$ cat src/rtl/mcpu_rom_sched_pkg.sv
// Shared types and constants for the program-ROM scheduler.
// Holds the FSM state encoding and the encryption key identifiers.
package mcpu_rom_sched_pkg;

  typedef enum logic [1:0] {
    ST_IDLE   = 2'd0,
    ST_CPU_RD = 2'd1,
    ST_AUX_RD = 2'd2,
    ST_RESP   = 2'd3
  } state_t;

  localparam logic [7:0] KEY_NONE      = 8'd0;
  localparam logic [7:0] KEY_TRIPOOL_A = 8'd1;
  localparam logic [7:0] KEY_TRIPOOL_B = 8'd2;

endpackage

$ cat src/rtl/mcpu_rom_sched_if.sv
// Bus bundle between the CPU/aux requesters, the key config port and the SDRAM ROM port.
// The master side is the surrounding system; the slave side is the scheduler.
interface mcpu_rom_sched_if;
  logic        cfg_we;
  logic [7:0]  cfg_key;
  logic        cpu_req;
  logic [15:0] cpu_addr;
  logic        cpu_ack;
  logic [7:0]  cpu_dout;
  logic        aux_req;
  logic [15:0] aux_addr;
  logic        aux_ack;
  logic [7:0]  aux_dout;
  logic        rom_cs;
  logic [15:0] rom_addr;
  logic [7:0]  rom_data;
  logic        rom_valid;
  logic        timeout_err;

  modport master (
    output cfg_we, cfg_key, cpu_req, cpu_addr, aux_req, aux_addr, rom_data, rom_valid,
    input  cpu_ack, cpu_dout, aux_ack, aux_dout, rom_cs, rom_addr, timeout_err
  );

  modport slave (
    input  cfg_we, cfg_key, cpu_req, cpu_addr, aux_req, aux_addr, rom_data, rom_valid,
    output cpu_ack, cpu_dout, aux_ack, aux_dout, rom_cs, rom_addr, timeout_err
  );
endinterface

$ cat src/rtl/mcpu_rom_sched_decrypt.sv
// Combinational main-CPU byte decryption: Tri-Pool keys permute the middle six bits
// and swap/invert the outer two depending on address bits 13 and 2.
module mcpu_rom_sched_decrypt
  import mcpu_rom_sched_pkg::*;
(
  input  logic [7:0] i_key,
  input  logic [7:0] i_data,
  input  logic       i_a13,
  input  logic       i_a2,
  output logic [7:0] o_data
);

  logic w_tripool;
  assign w_tripool = (i_key == KEY_TRIPOOL_A) || (i_key == KEY_TRIPOOL_B);

  always_comb begin
    o_data = i_data;
    if (w_tripool) begin
      o_data[6:1] = {i_data[2], i_data[5], i_data[1], i_data[3], i_data[6], i_data[4]};
      if (!i_a13) begin
        o_data[7] = ~i_data[7];
        o_data[0] = ~i_data[0];
      end else if (!i_a2) begin
        o_data[7] = ~i_data[0];
        o_data[0] = ~i_data[7];
      end else begin
        o_data[7] = i_data[0];
        o_data[0] = i_data[7];
      end
    end
  end

endmodule

$ cat src/rtl/mcpu_rom_sched.sv
// Arbitrates program-ROM reads between the main CPU and an auxiliary reader,
// decrypting CPU-bound bytes with the key latched at grant time.
module mcpu_rom_sched
  import mcpu_rom_sched_pkg::*;
#(
  parameter int TIMEOUT    = 255,
  parameter int AUX_STARVE = 4
) (
  input  logic             clk_sys,
  input  logic             reset,
  mcpu_rom_sched_if.slave  bus
);

  localparam int TW = $clog2(TIMEOUT + 1);
  localparam int SW = $clog2(AUX_STARVE + 1);

  state_t      r_state;
  logic [7:0]  r_key;
  logic [7:0]  r_key_q;
  logic        r_a13;
  logic        r_a2;
  logic [TW-1:0] r_tmo;
  logic [SW-1:0] r_starve;
  logic        r_cpu_served;
  logic        r_aux_served;
  logic        r_rom_cs;
  logic [15:0] r_rom_addr;
  logic        r_cpu_ack;
  logic        r_aux_ack;
  logic [7:0]  r_cpu_dout;
  logic [7:0]  r_aux_dout;
  logic        r_timeout_err;

  logic        w_cpu_elig;
  logic        w_aux_elig;
  logic        w_pick_aux;
  logic        w_tmo_hit;
  logic [7:0]  w_rd_byte;
  logic [7:0]  w_dec;

  assign w_cpu_elig = bus.cpu_req & ~r_cpu_served;
  assign w_aux_elig = bus.aux_req & ~r_aux_served;
  // Aux only jumps the queue once the CPU has had its run of consecutive grants.
  assign w_pick_aux = w_aux_elig & (~w_cpu_elig | (r_starve == SW'(AUX_STARVE)));
  assign w_tmo_hit  = (r_tmo == TW'(TIMEOUT - 1));
  assign w_rd_byte  = bus.rom_valid ? bus.rom_data : 8'hFF;

  mcpu_rom_sched_decrypt u_decrypt (
    .i_key  (r_key_q),
    .i_data (w_rd_byte),
    .i_a13  (r_a13),
    .i_a2   (r_a2),
    .o_data (w_dec)
  );

  always_ff @(posedge clk_sys) begin
    if (reset) begin
      r_state       <= ST_IDLE;
      r_key         <= KEY_NONE;
      r_key_q       <= KEY_NONE;
      r_a13         <= 1'b0;
      r_a2          <= 1'b0;
      r_tmo         <= '0;
      r_starve      <= '0;
      r_cpu_served  <= 1'b0;
      r_aux_served  <= 1'b0;
      r_rom_cs      <= 1'b0;
      r_rom_addr    <= 16'h0000;
      r_cpu_ack     <= 1'b0;
      r_aux_ack     <= 1'b0;
      r_cpu_dout    <= 8'h00;
      r_aux_dout    <= 8'h00;
      r_timeout_err <= 1'b0;
    end else begin
      if (bus.cfg_we) r_key <= bus.cfg_key;
      // Served is set by the ack and dropped whenever the level request goes away.
      r_cpu_served <= bus.cpu_req & (r_cpu_served | r_cpu_ack);
      r_aux_served <= bus.aux_req & (r_aux_served | r_aux_ack);
      r_cpu_ack    <= 1'b0;
      r_aux_ack    <= 1'b0;

      case (r_state)
        ST_IDLE: begin
          if (!w_aux_elig || w_pick_aux) begin
            r_starve <= '0;
          end else if (w_cpu_elig && (r_starve != SW'(AUX_STARVE))) begin
            r_starve <= r_starve + 1'b1;
          end
          if (w_cpu_elig || w_aux_elig) begin
            r_rom_addr <= w_pick_aux ? bus.aux_addr : bus.cpu_addr;
            r_key_q    <= r_key;
            r_a13      <= bus.cpu_addr[13];
            r_a2       <= bus.cpu_addr[2];
            r_rom_cs   <= 1'b1;
            r_tmo      <= '0;
            r_state    <= w_pick_aux ? ST_AUX_RD : ST_CPU_RD;
          end
        end
        ST_CPU_RD, ST_AUX_RD: begin
          if (bus.rom_valid || w_tmo_hit) begin
            r_rom_cs <= 1'b0;
            if (!bus.rom_valid) r_timeout_err <= 1'b1;
            if (r_state == ST_CPU_RD) begin
              r_cpu_ack  <= 1'b1;
              r_cpu_dout <= w_dec;
            end else begin
              r_aux_ack  <= 1'b1;
              r_aux_dout <= w_rd_byte;
            end
            r_state <= ST_RESP;
          end else begin
            r_tmo <= r_tmo + 1'b1;
          end
        end
        default: r_state <= ST_IDLE;
      endcase
    end
  end

  assign bus.rom_cs      = r_rom_cs;
  assign bus.rom_addr    = r_rom_addr;
  assign bus.cpu_ack     = r_cpu_ack;
  assign bus.cpu_dout    = r_cpu_dout;
  assign bus.aux_ack     = r_aux_ack;
  assign bus.aux_dout    = r_aux_dout;
  assign bus.timeout_err = r_timeout_err;

endmodule

$ cat src/flat_wrapper.sv
// flat-port wrapper written by rule: the top's interface ports become plain ports
module mcpu_rom_sched_flat import mcpu_rom_sched_pkg::*;
#(
  parameter int TIMEOUT    = 255,
  parameter int AUX_STARVE = 4
)
  (clk_sys, reset, bus_cfg_we, bus_cfg_key, bus_cpu_req, bus_cpu_addr, bus_aux_req, bus_aux_addr, bus_rom_data, bus_rom_valid, bus_cpu_ack, bus_cpu_dout, bus_aux_ack, bus_aux_dout, bus_rom_cs, bus_rom_addr, bus_timeout_err);
  mcpu_rom_sched_if bus_i ();
  input  logic clk_sys;
  input  logic reset;
  input wire logic [$bits(bus_i.cfg_we)-1:0] bus_cfg_we;
  input wire logic [$bits(bus_i.cfg_key)-1:0] bus_cfg_key;
  input wire logic [$bits(bus_i.cpu_req)-1:0] bus_cpu_req;
  input wire logic [$bits(bus_i.cpu_addr)-1:0] bus_cpu_addr;
  input wire logic [$bits(bus_i.aux_req)-1:0] bus_aux_req;
  input wire logic [$bits(bus_i.aux_addr)-1:0] bus_aux_addr;
  input wire logic [$bits(bus_i.rom_data)-1:0] bus_rom_data;
  input wire logic [$bits(bus_i.rom_valid)-1:0] bus_rom_valid;
  output wire logic [$bits(bus_i.cpu_ack)-1:0] bus_cpu_ack;
  output wire logic [$bits(bus_i.cpu_dout)-1:0] bus_cpu_dout;
  output wire logic [$bits(bus_i.aux_ack)-1:0] bus_aux_ack;
  output wire logic [$bits(bus_i.aux_dout)-1:0] bus_aux_dout;
  output wire logic [$bits(bus_i.rom_cs)-1:0] bus_rom_cs;
  output wire logic [$bits(bus_i.rom_addr)-1:0] bus_rom_addr;
  output wire logic [$bits(bus_i.timeout_err)-1:0] bus_timeout_err;
  assign bus_i.cfg_we = bus_cfg_we;
  assign bus_i.cfg_key = bus_cfg_key;
  assign bus_i.cpu_req = bus_cpu_req;
  assign bus_i.cpu_addr = bus_cpu_addr;
  assign bus_i.aux_req = bus_aux_req;
  assign bus_i.aux_addr = bus_aux_addr;
  assign bus_i.rom_data = bus_rom_data;
  assign bus_i.rom_valid = bus_rom_valid;
  assign bus_cpu_ack = bus_i.cpu_ack;
  assign bus_cpu_dout = bus_i.cpu_dout;
  assign bus_aux_ack = bus_i.aux_ack;
  assign bus_aux_dout = bus_i.aux_dout;
  assign bus_rom_cs = bus_i.rom_cs;
  assign bus_rom_addr = bus_i.rom_addr;
  assign bus_timeout_err = bus_i.timeout_err;
  mcpu_rom_sched #(.TIMEOUT(TIMEOUT), .AUX_STARVE(AUX_STARVE)) u_core (.clk_sys(clk_sys), .reset(reset), .bus(bus_i));
endmodule
$ cat config.mk
export PLATFORM = sky130hd
export DESIGN_NAME = mcpu_rom_sched_flat
export DESIGN_NICKNAME = d
export VERILOG_FILES = /design/src/rtl/mcpu_rom_sched_pkg.sv /design/src/rtl/mcpu_rom_sched_if.sv /design/src/rtl/mcpu_rom_sched_decrypt.sv /design/src/rtl/mcpu_rom_sched.sv /design/src/flat_wrapper.sv
export SDC_FILE = /design/constraint.sdc
export NUM_CORES = 1
export LEC_CHECK = 0
export ABC_AREA = 1
export CELL_PAD_IN_SITES_DETAIL_PLACEMENT = 0
export CELL_PAD_IN_SITES_GLOBAL_PLACEMENT = 2
export CORE_MARGIN = 10
export CORE_UTILIZATION = 29
export DETAILED_ROUTE_END_ITERATION = 8
export PLACE_DENSITY = 0.82
export SLEW_MARGIN = 15
export SYNTH_ARGS = -nofsm -noshare
export SYNTH_HDL_FRONTEND = slang
export SYNTH_HIERARCHICAL = 1
export SYNTH_SLANG_ARGS = --single-unit
$ cat constraint.sdc
create_clock -name clk_sys -period 3.6 [get_ports clk_sys]
set_clock_uncertainty 0.05 [all_clocks]
set_input_delay 0.36 -clock clk_sys [delete_from_list [all_inputs] [get_ports clk_sys]]
set_output_delay 0.36 -clock clk_sys [all_outputs]
set_load 0.02 [all_outputs]
**Selected gate families**

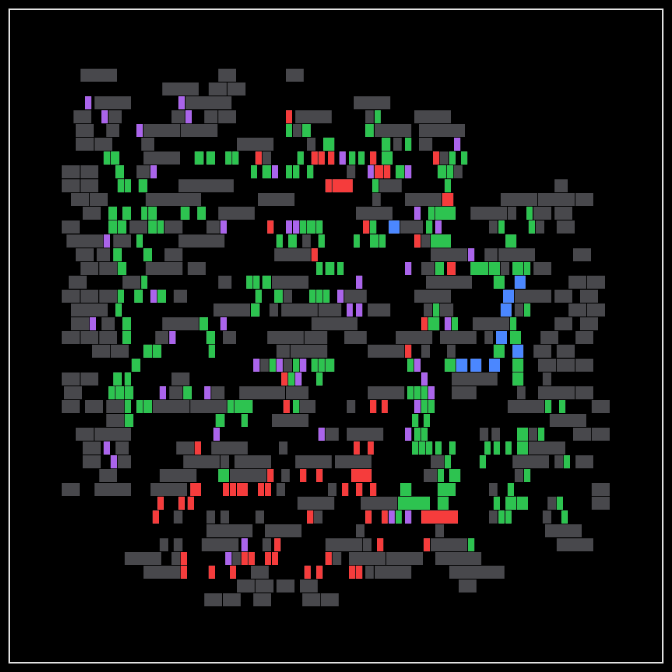
Key: NOR gates = red [cells 63, most used nor2_1]; inverters = purple [cells 47, most used inv_1]; AND and OR gates = blue [cells 9, most used or2_2, where middle right]; NAND gates = green [cells 172, most used nand2_1]

==> impl_metrics.tcl <==
# flow metrics
set metrics [dict create \
    vias 3245 \
    hold_violations 0 \
    layout_setup_ws_ps 1510 \
    yosys.area.top_type "dfxtp_1" \
    clk_path_buf_depth 2 \
    ctsHoldBuffers 0 \
    ff_type "dfxtp_1" \
    grt_pass1_wl_um 16600 \
    wl_met3_um 929 \
    grtUsageMet2_pct 16.7 \
    final_util_pct 40.8 \
    cp_num_buf_inv 1 \
    sh_comb_area_pct 35.7 \
    rr_endpoint "u_core/r_state[0]" \
    timing.critical_path.mode_cell "nand2_1" \
    largest_register_ffs 16 \
    pg_seq_uw 1100 \
    postCtsSetupBuffers 0 \
    dieHeight_um 128 \
    status "finished, final reports clean" \
    hold_depth 2 \
    path_max_fanout 19 \
    grt_util_met1_pct 16.5 \
]
**Sequential cells colored by netlist name**

Bar = 50 um.
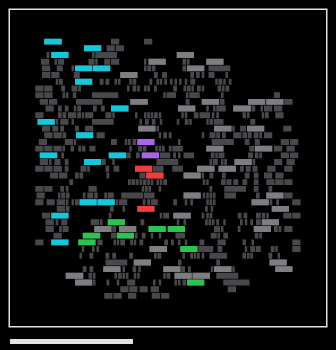
Key: u_core/bus.rom_addr = cyan [placed flops 16]; u_core/r_key_q = green [placed flops 8]; u_core/r_state = purple [placed flops 2]; u_core/r_starve = red [placed flops 3]
Another 40 sequential cells are not colored.

